==> src/rtl/bus_wrr_scheduler.sv <==
// Weighted round-robin arbiter for a shared bus. Each grant covers one transfer
// and spends one credit. A grant is released on done or after a bounded busy time.
module bus_wrr_scheduler #(
  parameter int unsigned drvrs   = 4,
  parameter int unsigned wght_w  = 4,
  parameter int unsigned timeout = 16,
  localparam int unsigned idx_w  = (drvrs > 1) ? $clog2(drvrs) : 1
) (
  input  logic              clk,
  input  logic              reset,
  input  logic [drvrs-1:0]  pndng,
  input  logic              done,
  input  logic              cfg_we,
  input  logic [idx_w-1:0]  cfg_idx,
  input  logic [wght_w-1:0] cfg_wght,
  output logic [drvrs-1:0]  gnt,
  output logic              gnt_vld,
  output logic [idx_w-1:0]  gnt_id,
  output logic              timeout_err
);

  localparam int unsigned       tcnt_w    = 8;
  localparam logic [tcnt_w-1:0] tcnt_last = tcnt_w'(timeout - 1);

  typedef enum logic {st_idle = 1'b0, st_busy = 1'b1} state_t;

  state_t            state;
  logic              armed;
  logic [tcnt_w-1:0] tcnt;
  logic [idx_w-1:0]  ptr;
  logic [wght_w-1:0] weight [drvrs];
  logic [wght_w-1:0] credit [drvrs];

  logic [drvrs-1:0]  elig_c;
  logic [drvrs-1:0]  credited_c;
  logic [drvrs-1:0]  cand_c;
  logic              refill_c;
  logic              sel_vld_c;
  logic [idx_w-1:0]  sel_id_c;
  logic              rel_c;
  logic              cfg_hit_c;
  logic [wght_w-1:0] credit_nxt_c [drvrs];

  // Candidates: eligible drivers with credit, or all eligible ones when a refill is due
  always_comb begin
    elig_c     = '0;
    credited_c = '0;
    for (int i = 0; i < int'(drvrs); i++) begin
      elig_c[i]     = pndng[i] && (weight[i] != '0);
      credited_c[i] = elig_c[i] && (credit[i] != '0);
    end
    refill_c = (elig_c != '0) && (credited_c == '0);
    cand_c   = refill_c ? elig_c : credited_c;
  end

  // First candidate at or after ptr, wrapping; descending scan leaves the nearest one
  always_comb begin
    sel_vld_c = 1'b0;
    sel_id_c  = '0;
    for (int k = int'(drvrs) - 1; k >= 0; k--) begin
      if (cand_c[idx_w'((int'(ptr) + k) % int'(drvrs))]) begin
        sel_vld_c = 1'b1;
        sel_id_c  = idx_w'((int'(ptr) + k) % int'(drvrs));
      end
    end
  end

  // Credit update: refill or spend first, then clamp against a weight being written
  always_comb begin
    rel_c     = (state == st_busy) && (done || (tcnt == tcnt_last));
    cfg_hit_c = cfg_we && (32'(cfg_idx) < drvrs);
    for (int i = 0; i < int'(drvrs); i++) begin
      credit_nxt_c[i] = credit[i];
    end
    if ((state == st_idle) && armed && refill_c) begin
      for (int i = 0; i < int'(drvrs); i++) begin
        credit_nxt_c[i] = weight[i];
      end
    end
    if (rel_c && (credit[gnt_id] != '0)) begin
      credit_nxt_c[gnt_id] = credit[gnt_id] - wght_w'(1);
    end
    if (cfg_hit_c && (credit_nxt_c[cfg_idx] > cfg_wght)) begin
      credit_nxt_c[cfg_idx] = cfg_wght;
    end
  end

  // State, grant outputs and per-driver tables
  always_ff @(posedge clk or negedge reset) begin
    if (!reset) begin
      state       <= st_idle;
      armed       <= 1'b0;
      tcnt        <= '0;
      ptr         <= '0;
      gnt         <= '0;
      gnt_vld     <= 1'b0;
      gnt_id      <= '0;
      timeout_err <= 1'b0;
      for (int i = 0; i < int'(drvrs); i++) begin
        weight[i] <= wght_w'(1);
        credit[i] <= wght_w'(1);
      end
    end else begin
      armed       <= 1'b1;
      timeout_err <= 1'b0;
      credit      <= credit_nxt_c;
      if (cfg_hit_c) begin
        weight[cfg_idx] <= cfg_wght;
      end
      case (state)
        st_idle: begin
          if (armed && sel_vld_c) begin
            state   <= st_busy;
            gnt     <= drvrs'(1) << sel_id_c;
            gnt_vld <= 1'b1;
            gnt_id  <= sel_id_c;
            tcnt    <= '0;
          end
        end
        st_busy: begin
          if (rel_c) begin
            state       <= st_idle;
            gnt         <= '0;
            gnt_vld     <= 1'b0;
            ptr         <= (32'(gnt_id) == drvrs - 1) ? '0 : gnt_id + idx_w'(1);
            timeout_err <= !done;
          end else begin
            tcnt <= tcnt + tcnt_w'(1);
          end
        end
        default: state <= st_idle;
      endcase
    end
  end

endmodule

==> config.mk <==
export PLATFORM = sky130hd
export DESIGN_NAME = bus_wrr_scheduler
export DESIGN_NICKNAME = d
export VERILOG_FILES = /design/src/rtl/bus_wrr_scheduler.sv
export SDC_FILE = /design/constraint.sdc
export NUM_CORES = 1
export LEC_CHECK = 0
export CAP_MARGIN = 20
export CELL_PAD_IN_SITES_DETAIL_PLACEMENT = 0
export CELL_PAD_IN_SITES_GLOBAL_PLACEMENT = 2
export CORE_MARGIN = 1
export CORE_UTILIZATION = 41
export CTS_CLUSTER_SIZE = 10
export DETAILED_ROUTE_END_ITERATION = 12
export PLACE_DENSITY = 0.89
export SETUP_SLACK_MARGIN = 0.5
export SLEW_MARGIN = 20
export SYNTH_ARGS = -nofsm -noshare
export SYNTH_HDL_FRONTEND = slang
export SYNTH_SLANG_ARGS = --single-unit
==> constraint.sdc <==
create_clock -name clk -period 10.9 [get_ports clk]
set_input_delay 2.18 -clock clk [delete_from_list [all_inputs] [get_ports clk]]
set_output_delay 2.18 -clock clk [all_outputs]
set_load 0.01 [all_outputs]
==> run notes, run 1 <==
Implementation results are summarized by area below.

Yosys
Yosys reported that registers with async set or reset make up 100%. The synthesis log from Yosys contains 0 warnings. Yosys reports that the leading cell type by area covers 33.4% of the netlist area. Before any placement, the netlist area is recorded as 3300 µm². The area of the synthesized netlist per yosys stat is 3300 µm². After synthesis the netlist holds a flip-flop and latch count of 52. In the synthesized netlist, the number of instances is 335.

The dominant register cell is sky130_fd_sc_hd__dfrtp_1. Yosys instantiated no cell more often than sky130_fd_sc_hd__dfrtp_1. Yosys attributes the largest share of cell area to sky130_fd_sc_hd__dfrtp_1 33%, sky130_fd_sc_hd__mux2_2 7.2%, sky130_fd_sc_hd__dfstp_2 6.4%. The post-synth tally of flip-flops with integrated enable is 0. When the netlist entered floorplanning its net count stood at 359. The number of cells reported by Yosys stat comes to approximately 340.

Of the synthesized area, sequential elements account for 39.7%. Averaged over all synthesized cells, the footprint is 9.85 µm². sky130_fd_sc_hd__dfrtp_1 takes more of the synthesized area than any other cell. Synthesis instantiated 61 different standard cells from the library.

The commonest cells after synthesis are 44 x sky130_fd_sc_hd__dfrtp_1, 29 x sky130_fd_sc_hd__nand2_1, 24 x sky130_fd_sc_hd__nor2_1, 21 x sky130_fd_sc_hd__mux2_2, 18 x sky130_fd_sc_hd__o21ai_0.

STA
The number of max-slew violations in the final report is 0. The timing-limited maximum frequency is 158 MHz. The aggregate negative setup slack is 0 ps.

Setup repair after global routing left no endpoint under its margin. Subtracting the final worst setup slack from the clock period gives ~6300 ps. The final critical path takes up 58.1% of the cycle. Looking at the max-slew report, the worst-margin pin has a slew of between 900 and 1000 ps. The most critical hold endpoint after final layout shows a slack of 484 ps. From the final report, the count of setup violators was given as 0.

Endpoints failing hold in the final report were tallied at 0. Checking max transition, the worst relative margin is 34.7%.

Final layout
The number of nets in the layout is 379. Fill cells in the final layout number 740. The number of diodes added for antenna fixing is 0.

In the final layout, flip-flops and latches occupy 1310 µm². Of the cells placed in the final design, the portion with a size suffix greater than 1 is 14.6%. The area added between synthesis and finish is 12.9%.

The multi-input gate area in the final layout is 1880 µm².

Critical path
STA classifies the critical path endpoint as a flip-flop. The worst setup path is launched from an input port. The cell seen most often among critical-path stages is sky130_fd_sc_hd__o21a_1.

Looking at the critical path, the single cell with the biggest stage delay is sky130_fd_sc_hd__a222oi_1. Listed in order, past its start point the critical path passes clkdlybuf4s50_1, o41a_1, a222oi_1, nand3_2, a221oi_2, mux2i_1, o221ai_1, ha_1, nor2b_1, o21a_1, o21a_1, o211ai_1, nor3b_1, mux2_2. The required arrival time at the worst endpoint is 11110 ps. The buffer and inverter count on the worst path is 1.

The signal arrival time at the worst endpoint is between 6000 and 7000 ps. The largest driver fanout on the critical path is 13. The timing report attributes the biggest portion of critical-path delay to AND-OR/OR-AND gates. The path type of the worst setup path is input port to flip-flop. The stage delay of the slowest cell on the critical path is about 740 ps.

Detailed routing
The count of nets left with antenna violations once routing finished came out at 0. The violation count after the first detailed-route iteration is around 150. The first detailed-routing pass took 4 iterations.

The DRC violation total left in the routed layout is recorded as 0. Using the TritonRoute via totals, the vias-per-cell ratio works out to 6.11.

Power
The design draws 0.000920 W. The static leakage is 1.54 nW. The total power density per cell area is between 200 and 250 nW/µm². IR analysis of the VDD net gives a maximum drop of 0.0697 mV.

Global routing
Entering global routing, the biggest net connects 53 pins. The number of antenna violations at the first check in global routing is 0. Global routing finished with a remaining overflow of 0. The number of global-route vias before repair is 2736. The first global-routing pass estimated 14600 µm of wire.

Global routing used between 20% and 30% of the available tracks.

Place
The post-DP HPWL is 6790 µm. The global placement routability congestion is roughly 0.95. As logged by OpenROAD, the buffers inserted on ports number 21.

Status
The run finished with clean final reports.

Floorplanning
The I/O pin total is 22. The share of the core filled by cells before placement is 42.5%. The height of the die is 91.7 µm. The area inside the core boundary is 7770 µm². The total die size is 8410 µm². The row count is 32.

The die is 91.7 µm wide.

Clock tree
The depth of the CTS H-tree is 2. The CTS buffer count is 5. The clock root buffer master is sky130_fd_sc_hd__clkbuf_8. The registers of the reported paths see a clock transition of about 110 ps.

The number of setup buffers added after CTS is 0. The clock tree from TritonCTS is yes. The buffer depth of the longest clock path is 2.

The number of clock sinks came to approximately 52. The number of buffers inserted by hold repair at cts is 0. The post-cts gate resize count is 0.

Run
The tally of max-capacitance violations is 0. OpenROAD emitted warnings numbering 29.

Hold path
The class of the tightest hold or removal check is flip-flop to flip-flop.
## run 1: layout make-up
type	instances	area share, %
clock inverter	3	1.14
clock buffer	5	1.85
sequential	52	35.2
multi-input combinational	255	50.5
tap	102	3.43
timing repair buffer	24	6.12
inverter	17	1.71
## run 1: worst register-to-register path: stages (launching register included)
cell and delay, ps:
sky130_fd_sc_hd__dfrtp_1 590, sky130_fd_sc_hd__mux4_2 610, sky130_fd_sc_hd__inv_1 220, sky130_fd_sc_hd__ha_1 180, sky130_fd_sc_hd__inv_1 60, sky130_fd_sc_hd__or3_1 510, sky130_fd_sc_hd__and3_1 270, sky130_fd_sc_hd__o31a_1 320
sky130_fd_sc_hd__mux2i_1 160, sky130_fd_sc_hd__o221ai_1 150, sky130_fd_sc_hd__ha_1 330, sky130_fd_sc_hd__nor2b_1 140, sky130_fd_sc_hd__o21a_1 120, sky130_fd_sc_hd__o21a_1 110, sky130_fd_sc_hd__o211ai_1 160, sky130_fd_sc_hd__nor3b_1 620
sky130_fd_sc_hd__mux2_2 410
## run 1: metrics by stage
step / cell area, µm² / std cells / utilization, % / setup WS, ps
finish: 3720 / 458 / 47.9 / 4560
global route: 3720 / 458 / 47.9 / 4340
CTS: 3720 / 458 / 47.9 / 4670
detailed placement: 3610 / 450 / 46.5 / 4350
global placement: 3610 / 450 / 46.5 / 4400
floorplan: 3300 / 335 / - / 5330
## run 1: registers in the layout, summed over array words and instances (netlist names)
| register | cells |
|---|---|
| ptr | 2 |
| gnt_vld | 1 |
| gnt_id | 2 |
| gnt | 4 |
| credit | 16 |
| tcnt | 8 |
| state | 1 |
| timeout_err | 1 |
| weight | 16 |
| armed | 1 |
## run 1: routing by layer
layer / routed length, µm / global-route usage [%] / part of all wire [%]
met5: 0 / 0 / 0
met4: 218 / 9.90 / 2.4
met3: 508 / 3.40 / 5.6
met2: 4040 / 32.8 / 45
met1: 4310 / 33.9 / 47
## run 1: kinds of logic after synthesis
family          Yosys count  share of synthesized area (%)
xor+xnor                  8                           2.12
fa+ha+maj                10                           3.79
compound gates           84                           18.8
simple gates            114                           18.1
buf+inv                  28                           3.45
flops                    52                           39.7
mux                      38                           13.8
other cells               1                          0.114
## run 1: power by group
group	leakage, nW	total [W]	switching [W]	internal, W
registers	0.634	0.000337	0.0000754	0.000261
clock network	0.0541	0.000137	0.0000684	0.0000681
logic	0.854	0.000447	0.000246	0.000201
total	1.54	0.000920	0.000389	0.000530
## run 1: worst paths after layout
path                              to       from  cells past startpoint  slack [ps]
min in group asynchronous  credit[9]      reset                      2        1980
setup / recovery           credit[6]   pndng[3]                     14        4560
max in group asynchronous  weight[7]      reset                      2        8450
hold / removal               gnt_vld    gnt_vld                      2         480
setup reg to reg           credit[6]  gnt_id[0]                     16        5850
hold reg to reg              gnt_vld    gnt_vld                      2         480
## run 1: cell usage in the layout, fill, tap and decap left out, drive strengths merged, types with 9 or more instances in the layout
master,synthesis,layout
nand2,29,29
nand3,10,10
dfrtp,44,44
a21oi,11,11
o21ai,20,20
nor3,9,9
mux2i,13,13
inv,16,16
ha,10,10
clkdlybuf4s50,0,20
nor2,24,24
mux2,21,21
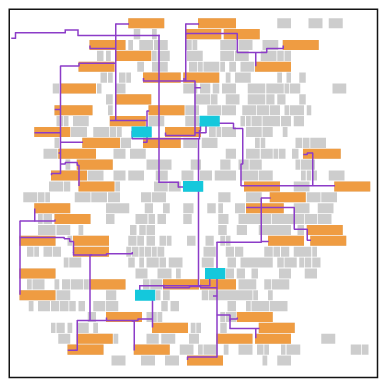
run_1/clk_routes.png
Scale: 4 px per µm.
legend:
  flip-flops:
    colour: orange
    count: 52
  clock wires:
    colour: purple
    length: 692 µm
  clock drivers:
    colour: cyan
    count: 5
routed clock nets: 6
Clk. pwr: 0.000137 W
Insertion Delay late pin: 310 ps
worst clock skew: 13.2 ps
clock share of power: 14.8%

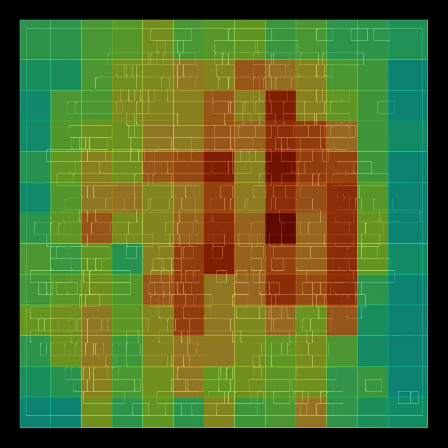
run_1/congestion.png
Global Route met3 Usage: 3.40%
routed wirelength normalized by instance count: 19.8 µm
met2 GRT Util: 32.8%

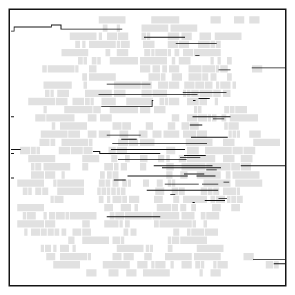
run_1/layer_met3.png
Scale: 3 px per µm. Cells faint in the background.
main direction: horizontal
wire length on this layer: 508 µm
vias post-DR: 2799
total wire length: 9080 µm

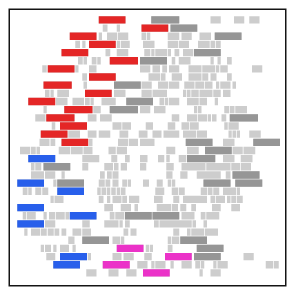
run_1/flops_by_reg.png
Scale: 3 px per µm.
legend:
  gnt:
    colour: magenta
    sequential_cells: 4
    where: bottom middle
  tcnt:
    colour: blue
    sequential_cells: 8
  weight:
    colour: red
    sequential_cells: 16
not coloured: 24
Core Util, Final: 47.9%
sequential power: 0.000337 W
fraction of standard cell area that is sequential: 35.2%

--- run 2 (diff from run 1) ---
--- a/config.mk
+++ b/config.mk
@@ -9,10 +9,10 @@
 export CELL_PAD_IN_SITES_DETAIL_PLACEMENT = 0
 export CELL_PAD_IN_SITES_GLOBAL_PLACEMENT = 2
 export CORE_MARGIN = 1
-export CORE_UTILIZATION = 41
+export CORE_UTILIZATION = 35
 export CTS_CLUSTER_SIZE = 10
 export DETAILED_ROUTE_END_ITERATION = 12
-export PLACE_DENSITY = 0.89
+export PLACE_DENSITY = 0.81
 export SETUP_SLACK_MARGIN = 0.5
 export SLEW_MARGIN = 20
 export SYNTH_ARGS = -nofsm -noshare
==> constraint.sdc (replaced) <==
create_clock -name clk -period 5.7 [get_ports clk]
set_input_delay 1.14 -clock clk [delete_from_list [all_inputs] [get_ports clk]]
set_output_delay 1.14 -clock clk [all_outputs]
set_load 0.01 [all_outputs]
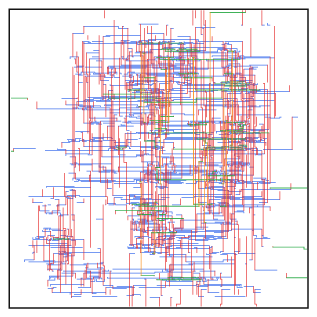
run_2/wires.png
Scale: 3 px per µm.
legend:
  metal 2:
    colour: red
    wire_length: 4320 µm
  metal 1:
    colour: blue
    wire_length: 4190 µm
  metal 4:
    colour: orange
    wire_length: 422 µm
  metal 3:
    colour: green
    wire_length: 552 µm
global-route usage over all layers: 20.3%
total wire length: 9490 µm
routed wirelength normalized by instance count: 20.1 µm

==> run 2 against run 1 <==
  * Non-clock buffer count is 5 higher
  * Final cell count is 3.1% higher
  * Clock-buffer cell count up 1
  * Routed wire length up 4.5%
  * Synthesized area stayed put
  * Register-to-register slack worse by 5000 ps
==> run notes, run 2 <==
Implementation results are summarized by area below.

Status
The flow ran to the end, and the final reports show no timing, DRC or antenna violations.

Power
The part of the power in registers is 35.5%. The switching portion of total power is 43.8%. Of the total power, the clock network draws 12.2%. Per the OpenROAD power report, leakage power amounts to ~1.6 nW. The maximum vdd ir drop is 0.142 mV.

The switching power is 0.000767 W. The combinational group share of total power is 52.3%.

Critical path
The worst setup path is captured at a flip-flop. The worst-case reg-to-reg setup slack stands at 880 ps. The required arrival time at the worst endpoint is 5900 ps. The signal arrival time at the worst endpoint is 5120 ps. The largest driver fanout on the critical path is 13.

Global routing
The fraction of met2 tracks used by global routing is a little under a third. The total grt overflow is 0. The number of antenna violations at the first check in global routing is 0.

The first-pass GRT wire length is 15200 µm. Global routing put the most usage on met2. The number of global-route vias before repair is 2749.

The largest net degree at the start of global routing is 53.

STA
The number of max-slew violations in the final report is 0. The slew check shows that the tightest pin keeps a relative margin of 37.8%. The final worst-path cycle share is approximately 86%. Between clock sinks in the finished design, the worst skew comes to 10.5 ps.

From the final report, the count of setup violators was given as 0. The final timing report derives a shortest allowable period of 4920 ps. The timing-limited maximum frequency is 203 MHz. Counting endpoints that fail hold in the final report gives 0. Setup repair after global routing left no endpoint under its margin. The pin slew with the least headroom to its limit is 931 ps.

The aggregate negative setup slack is 0 ps.

Clock tree
The clock root buffer master is sky130_fd_sc_hd__clkbuf_8. Hold repair after CTS inserted 0 buffers. The later pin in the worst-skew pair is clocked with a latency of 310 ps. The longest clock path from root to sink contains 2 buffers. After clock tree synthesis, the repair step resized 0 gates. Once the clock tree was built, the setup fixing pass inserted 0 buffers. Per the post-CTS timing run, clock transition at the registers of the reported paths is 100 ps. The CTS buffer count is 5.

The number of sinks driven by the clock tree is 52. The clock tree from TritonCTS is yes. The depth of the CTS H-tree is 2.

Yosys
Sequential cells were found to cover around two fifths of the synthesized design area. For this run, the chip area from Yosys synthesis comes to 3300 µm². The flip-flop and latch count after synthesis is around 52. Counting flops with a built-in enable in the synthesized netlist gives 0.

The share of synthesized registers carrying an async set or reset is 100%. Sorting the synthesized cells by how often they occur yields 44 x sky130_fd_sc_hd__dfrtp_1, 29 x sky130_fd_sc_hd__nand2_1, 24 x sky130_fd_sc_hd__nor2_1, 21 x sky130_fd_sc_hd__mux2_2, 18 x sky130_fd_sc_hd__o21ai_0. The largest area contributor in the synthesized netlist is sky130_fd_sc_hd__dfrtp_1. The cell count in the Yosys report is 335.

In the synthesized netlist, the number of instances is 335. The area fraction of the dominant cell type after synthesis is 33.4%. In the post-synthesis netlist, the biggest area contributors are sky130_fd_sc_hd__dfrtp_1 33%, sky130_fd_sc_hd__mux2_2 7.2%, sky130_fd_sc_hd__dfstp_2 6.4%. Looking at the gate-level netlist, the highest instance count belongs to sky130_fd_sc_hd__dfrtp_1. The mean cell area of the mapped netlist is 9.85 µm².

The total nets after synthesis is 359. The total number of yosys warnings is 0. The dominant register cell is sky130_fd_sc_hd__dfrtp_1.

Floorplanning
The floorplan step defined a core boundary enclosing 9200 µm². The share of the core area taken by cells at floorplan is 35.9%. The floorplan step set the die width to 99.1 µm. The row count is 35. According to the floorplan report, the total die area is 9820 µm². The I/O pin total is 22.

Measured along the y axis, the die boundary spans slightly below 100 µm.

Detailed routing
The violation count after the first detailed-route iteration is ~250. The detail route stage leaves a number of antenna-violating nets equal to 0. The detail-routed via count per cell is 6.09. The number of remaining DRC errors is 0.

Final layout
In this run the layout overhead on the synthesized area is reported as 13.5%. Ranking logic cells in the layout by count gives the top entries 44 x sky130_fd_sc_hd__dfrtp_1, 29 x sky130_fd_sc_hd__nand2_1, 24 x sky130_fd_sc_hd__nor2_1, 21 x sky130_fd_sc_hd__mux2_2, 20 x sky130_fd_sc_hd__clkdlybuf4s50_1. The number of diodes added for antenna fixing is 0. The net count of the finished layout is 384.

The share of layout cells above drive strength 1 is 15.5%. The most common logic cell in the routed design is sky130_fd_sc_hd__dfrtp_1.

Place
The number of port buffers is 21. Detailed placement reports a standard cell area of 3660 µm². The post-DP HPWL is 7140 µm. The final weighted congestion recorded by global placement is 0.910.

Run
The number of warning messages in the logs is 29.

Hold path
In this run the worst hold path is classified as flip-flop to flip-flop.
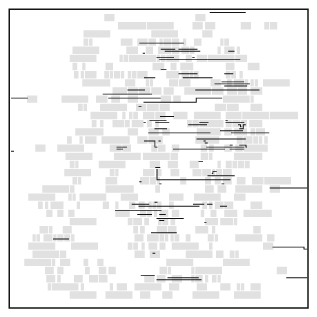
run_2/layer_met3.png
Scale: 3 px per µm. Cells faint in the background.
nets with wire on the layer: 54
share of all routed wire: 5.8%
longest straight run: 26.7 µm
wire length on this layer: 552 µm
Global Route met3 Usage: 3.09%
vias post-DR: 2874

==> run 2: routing by layer <==
metal / wire, µm / part of all wire [%]
met5: 0 / 0
met4: 421 / 4.4
met3: 551 / 5.8
met2: 4320 / 46
met1: 4190 / 44
==> run 2: worst paths after layout <==
kind,startpoint,end,depth (start not counted)
worst min register to register,gnt_vld,gnt_vld,2
min in group asynchronous,reset,credit[11],2
worst min-delay path,gnt_vld,gnt_vld,2
max in group asynchronous,reset,credit[6],2
worst max-delay path,pndng[1],credit[14],15
worst max register to register,gnt_id[0],credit[14],16
==> run 2: kinds of logic after synthesis <==
kind of cell | synth area share (%)
compound gates | 18.8
xor+xnor | 2.12
fa+ha+maj | 3.79
buf+inv | 3.45
flops | 39.7
mux | 13.8
other cells | 0.114
simple gates | 18.1
==> run 2: through the flow <==
| step | cells | worst slack, ps | hold slack, ps | utilization, % | total power [W] |
|---|---|---|---|---|---|
| 2_1_floorplan | 335 | 1100 | 488 | - | 0.00121 |
| 3_3_place_gp | 464 | 559 | 459 | 39.8 | 0.00153 |
| 3_5_place_dp | 464 | 556 | 464 | 39.8 | 0.00153 |
| 4_1_cts | 472 | 840 | 487 | 40.7 | 0.00175 |
| 5_1_grt | 472 | 508 | 534 | 40.7 | 0.00187 |
| 6_report | 472 | 784 | 479 | 40.7 | 0.00175 |
==> run 2: area by class of cell <==
type,instances,area (µm²)
repair buffers,29,265
clock buffers,6,72.6
clock inverters,2,12.5
multi-input cells,255,1880
well taps,111,139
inverters,17,63.8
flip-flops and latches,52,1310
fillers,907,5450
==> run 2: power groups by stage <==
stage / combinational, W / sequential [W] / clock, W
finish: 0.000916 / 0.000621 / 0.000214
global route: 0.00100 / 0.000634 / 0.000238
CTS: 0.000906 / 0.000618 / 0.000224
detailed placement: 0.000901 / 0.000624 / 0
global placement: 0.000906 / 0.000627 / 0
floorplan: 0.000612 / 0.000593 / 0
==> run 2: worst max-delay path: stages <==
cell and delay [ps]:
sky130_fd_sc_hd__clkdlybuf4s50_1 460, sky130_fd_sc_hd__o41ai_1 190, sky130_fd_sc_hd__a41oi_2 540, sky130_fd_sc_hd__nand3_2 160, sky130_fd_sc_hd__buf_4 250, sky130_fd_sc_hd__a211oi_1 140, sky130_fd_sc_hd__o32a_1 360, sky130_fd_sc_hd__o221a_1 240
sky130_fd_sc_hd__ha_1 180, sky130_fd_sc_hd__nor2b_1 120, sky130_fd_sc_hd__o21a_1 120, sky130_fd_sc_hd__o21a_1 100, sky130_fd_sc_hd__o211ai_1 190, sky130_fd_sc_hd__nor3_1 520, sky130_fd_sc_hd__mux2_2 400
--- run 3 (diff from run 2) ---
--- a/config.mk
+++ b/config.mk
@@ -10,7 +10,8 @@
 export CELL_PAD_IN_SITES_GLOBAL_PLACEMENT = 2
 export CORE_MARGIN = 1
 export CORE_UTILIZATION = 35
-export CTS_CLUSTER_SIZE = 10
+export CTS_CLUSTER_DIAMETER = 120
+export CTS_CLUSTER_SIZE = 30
 export DETAILED_ROUTE_END_ITERATION = 12
 export PLACE_DENSITY = 0.81
 export SETUP_SLACK_MARGIN = 0.5
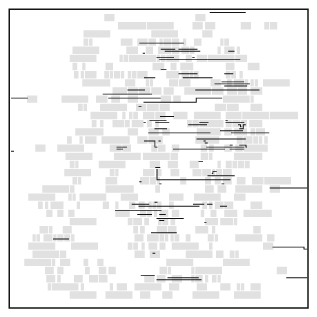
run_3/layer_met3.png
Scale: 3 px per µm. Cells faint in the background.
main direction: horizontal
wire length on this layer: 552 µm
share of all routed wire: 5.8%

==> run 3 against run 2 <==
  * First-iteration DRC count stayed put
  * Flip-flop count unchanged
  * Sequential share of layout area unchanged
  * Combinational power about the same
  * Global-route usage stayed put
  * Critical endpoint unchanged
==> run notes, run 3 <==
Implementation results are summarized by area below.

Status
The flow ran to the end, and the final reports show no timing, DRC or antenna violations.

Final layout
In the final layout, the registers with the most flip-flops are credit (16), weight (16), tcnt (8). The final antenna diode tally reported by the flow is 0. The share of layout cells above drive strength 1 is 15.5%. By instance count after routing, the leading logic cell types are 44 x sky130_fd_sc_hd__dfrtp_1, 29 x sky130_fd_sc_hd__nand2_1, 24 x sky130_fd_sc_hd__nor2_1, 21 x sky130_fd_sc_hd__mux2_2, 20 x sky130_fd_sc_hd__clkdlybuf4s50_1. In this run the layout overhead on the synthesized area is reported as 13.5%. According to the finish report, the design has a final net count of 384. The top cell type in the final layout, fill and taps aside, is sky130_fd_sc_hd__dfrtp_1.

Yosys
The largest total area in the synthesized netlist belongs to sky130_fd_sc_hd__dfrtp_1. The total number of yosys warnings is 0. The most used flip-flop cell after synthesis is sky130_fd_sc_hd__dfrtp_1.

The area fraction of the dominant cell type after synthesis is between 30 and 40%. The synthesized netlist handed to floorplanning was reported with a cell count of 335. Of the synthesized area, sequential elements account for around 40%.

The commonest cells after synthesis are 44 x sky130_fd_sc_hd__dfrtp_1, 29 x sky130_fd_sc_hd__nand2_1, 24 x sky130_fd_sc_hd__nor2_1, 21 x sky130_fd_sc_hd__mux2_2, 18 x sky130_fd_sc_hd__o21ai_0. The area of the mapped netlist is 3300 µm². In the synthesized netlist the async set-or-reset flop fraction comes to 100%. The total nets after synthesis is 359. The number of cells reported by Yosys stat comes to roughly 340. The mean cell area of the mapped netlist is 9.85 µm². The number of different library cells used by synthesis comes to 61. The post-synth tally of flip-flops with integrated enable is 0.

The cell with the most instances after synthesis is sky130_fd_sc_hd__dfrtp_1. Once synthesis finished, the tally of register bits stood at 52. The area of the synthesized netlist per yosys stat is 3300 µm².

Yosys attributes the largest share of cell area to sky130_fd_sc_hd__dfrtp_1 33%, sky130_fd_sc_hd__mux2_2 7.2%, sky130_fd_sc_hd__dfstp_2 6.4%.

Detailed routing
Wires add up to about 9500 µm. The detail-routed net length per standard cell is 20.1 µm. The post-detailed-route count of antenna-violating nets is 0. The number of remaining DRC errors is 0. The detailed router placed 2874 vias in this run. The number of search-and-repair iterations in the first detailed-routing pass is 5. Per the detail_route report, vias per standard cell equal 6.09. The violation count after the first detailed-route iteration is 252.

Hold path
The capture endpoint of the worst hold path is gnt_vld. Checking hold timing, the worst path is listed with class flip-flop to flip-flop. The report gives the cell count of the worst hold path as 2. Looking at hold timing, the worst path starts from gnt_vld.

STA
The max-slew check reports its worst relative slack as 37.8%. The number of max-slew violations in the final report is 0. For the final database, setup skew stands at 10.5 ps. Dividing the final minimum period by the clock period gives 86.2%. The minimum clock period is between 4000 and 5000 ps. The final hold violation count is 0.

The timing-limited maximum frequency is 203 MHz. Endpoints with negative setup slack in the final report add up to 0. The aggregate negative setup slack is 0 ps.

Setup repair after global routing left no endpoint under its margin. The pin slew with the least headroom to its limit is 931 ps.

Floorplanning
The share of the core filled by cells before placement is a little over a third. The die is roughly 99 µm tall. The total die size is 9820 µm². Measured along the x axis, the die boundary spans 99.1 µm. The I/O pin total is 22. The total area inside the core boundary comes to 9200 µm². The floorplan has 35 rows.

Critical path
The cell type group with the largest total delay on the critical path is AND-OR/OR-AND gates. The number of cells on the worst reg-to-reg path is 16. The critical path contains buffers and inverters numbering 2 combined.

Per STA, the worst path is made up of clkdlybuf4s50_1, o41ai_1, a41oi_2, nand3_2, buf_4, a211oi_1, o32a_1, o221a_1, ha_1, nor2b_1, o21a_1, o21a_1, o211ai_1, nor3_1, mux2_2. The worst setup path is launched from an input port. According to the timing report, the arrival time at the worst endpoint equals 5120 ps. The reg-to-reg critical path startpoint is gnt_id[0]. The nature of the critical path endpoint is a flip-flop. The cell seen most often among critical-path stages is sky130_fd_sc_hd__o21a_1. The largest driver fanout on the critical path is 13. Looking at the critical path, the single cell with the biggest stage delay is sky130_fd_sc_hd__a41oi_2.

The worst setup path is of the input port to flip-flop kind. The stage delay of the slowest cell on the critical path is ~540 ps. The beginning of the critical path is pndng[1]. Looking at the reg2reg group, the worst path ends at credit[14]. STA reports a reg2reg setup slack of 880 ps. For the worst setup path, the data required time is 5900 ps.

Clock tree
The number of clock buffers added by TritonCTS is 5. TritonCTS built the clock tree. As reported, the later end of the worst-skew pair has a clock insertion delay of 310 ps. Per the post-CTS timing run, clock transition at the registers of the reported paths is roughly 100 ps. The number of buffers inserted by hold repair at cts is 0. Buffers added to address setup during post-CTS repair amount to 0. The buffer depth of the longest clock path is 2. The depth of the CTS H-tree is 2.

In this run, post-CTS repair resized a total of 0 instances. The clock root buffer master is sky130_fd_sc_hd__clkbuf_8. Counting every sink on the clock net gives 52.

Global routing
The number of global-route vias before repair is 2749. The first-pass GRT wire length is 15200 µm. For this run the aggregate overflow at the end of global routing stands at 0.

Entering global routing, the biggest net connects 53 pins. The overall routing resource usage is 20.3%. The number of antenna violations at the first check in global routing was 0.

Run
The tally of max-capacitance violations is 0. The number of warning messages in the logs is 29.

Place
During placement, the flow inserted port buffers numbering 21. The global placement routability congestion is 0.910. Note, the detailed placer reported a final HPWL of ~7000 µm.

Power
The static leakage is between 1.5 and 2 nW. IR analysis of the VDD net gives a maximum drop of 0.142 mV. The report lists the power per cell area as 468 nW/µm².
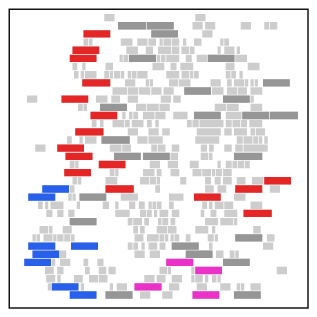
run_3/flops_by_reg.png
Scale: 3 px per µm.
legend:
  weight:
    colour: red
    sequential_cells: 16
  gnt:
    colour: magenta
    sequential_cells: 4
    where: bottom middle
  tcnt:
    colour: blue
    sequential_cells: 8
    where: bottom left
Core Util, Final: 40.7%
footprint of the flip-flops and latches: 1310 µm²
sequential power: 0.000621 W
fraction of standard cell area that is sequential: 35.0%

[run 3: cell families (layout without fill, tap and decap cells)]
group / Yosys count / in the layout / share of synthesized area (%)
flip-flops: 52 / 52 / 39.7
multiplexers: 38 / 38 / 13.8
adder cells (fa/ha/maj): 10 / 10 / 3.79
AND/OR/NAND/NOR: 114 / 114 / 18.1
buffers and inverters: 28 / 54 / 3.45
AND-OR/OR-AND: 84 / 84 / 18.8
other: 1 / 1 / 0.114
XOR/XNOR: 8 / 8 / 2.12
[run 3: worst min-delay path: stages (launching register included)]
cell and delay (ps):
sky130_fd_sc_hd__dfrtp_1 350, sky130_fd_sc_hd__nand2_1 50, sky130_fd_sc_hd__nand2_1 50
[run 3: routing by layer]
layer  share of wire [%]  GRT usage, %
met5                   0             0
met4                 4.4          11.2
met3                 5.8          3.09
met2                  46          30.9
met1                  44          27.9
[run 3: metrics by stage]
step / worst slack [ps] / power, W / cells / hold WS [ps] / area [µm²]
6_report: 784 / 0.00175 / 472 / 479 / 3750
5_1_grt: 508 / 0.00187 / 472 / 534 / 3750
4_1_cts: 840 / 0.00175 / 472 / 487 / 3750
3_5_place_dp: 556 / 0.00153 / 464 / 464 / 3660
3_3_place_gp: 559 / 0.00153 / 464 / 459 / 3660
2_1_floorplan: 1100 / 0.00121 / 335 / 488 / 3300
[run 3: how the worst max path moves through the flow]
| stage | cells past startpoint | endpoint | slack (ps) |
|---|---|---|---|
| 5_1_grt | 15 | credit[14] | 510 |
| 3_5_place_dp | 14 | credit[14] | 560 |
| 3_3_place_gp | 15 | credit[10] | 560 |
| 6_report | 15 | credit[14] | 780 |
| 4_1_cts | 14 | credit[14] | 840 |
| 2_1_floorplan | 18 | credit[6] | 1100 |
[run 3: final cells by class]
type,count,area (µm²)
fill,907,5450
clock inverter,2,12.5
inverter,17,63.8
sequential,52,1310
tap,111,139
multi-input combinational,255,1880
timing repair buffer,29,265
clock buffer,6,72.6
[run 3: report_power, final]
part	total, W	switching, W	internal, W
logic	0.000916	0.000519	0.000398
clock network	0.000214	0.000128	0.0000863
registers	0.000621	0.000121	0.000500
No activity file was given, so power comes from the tool's default toggle rates.
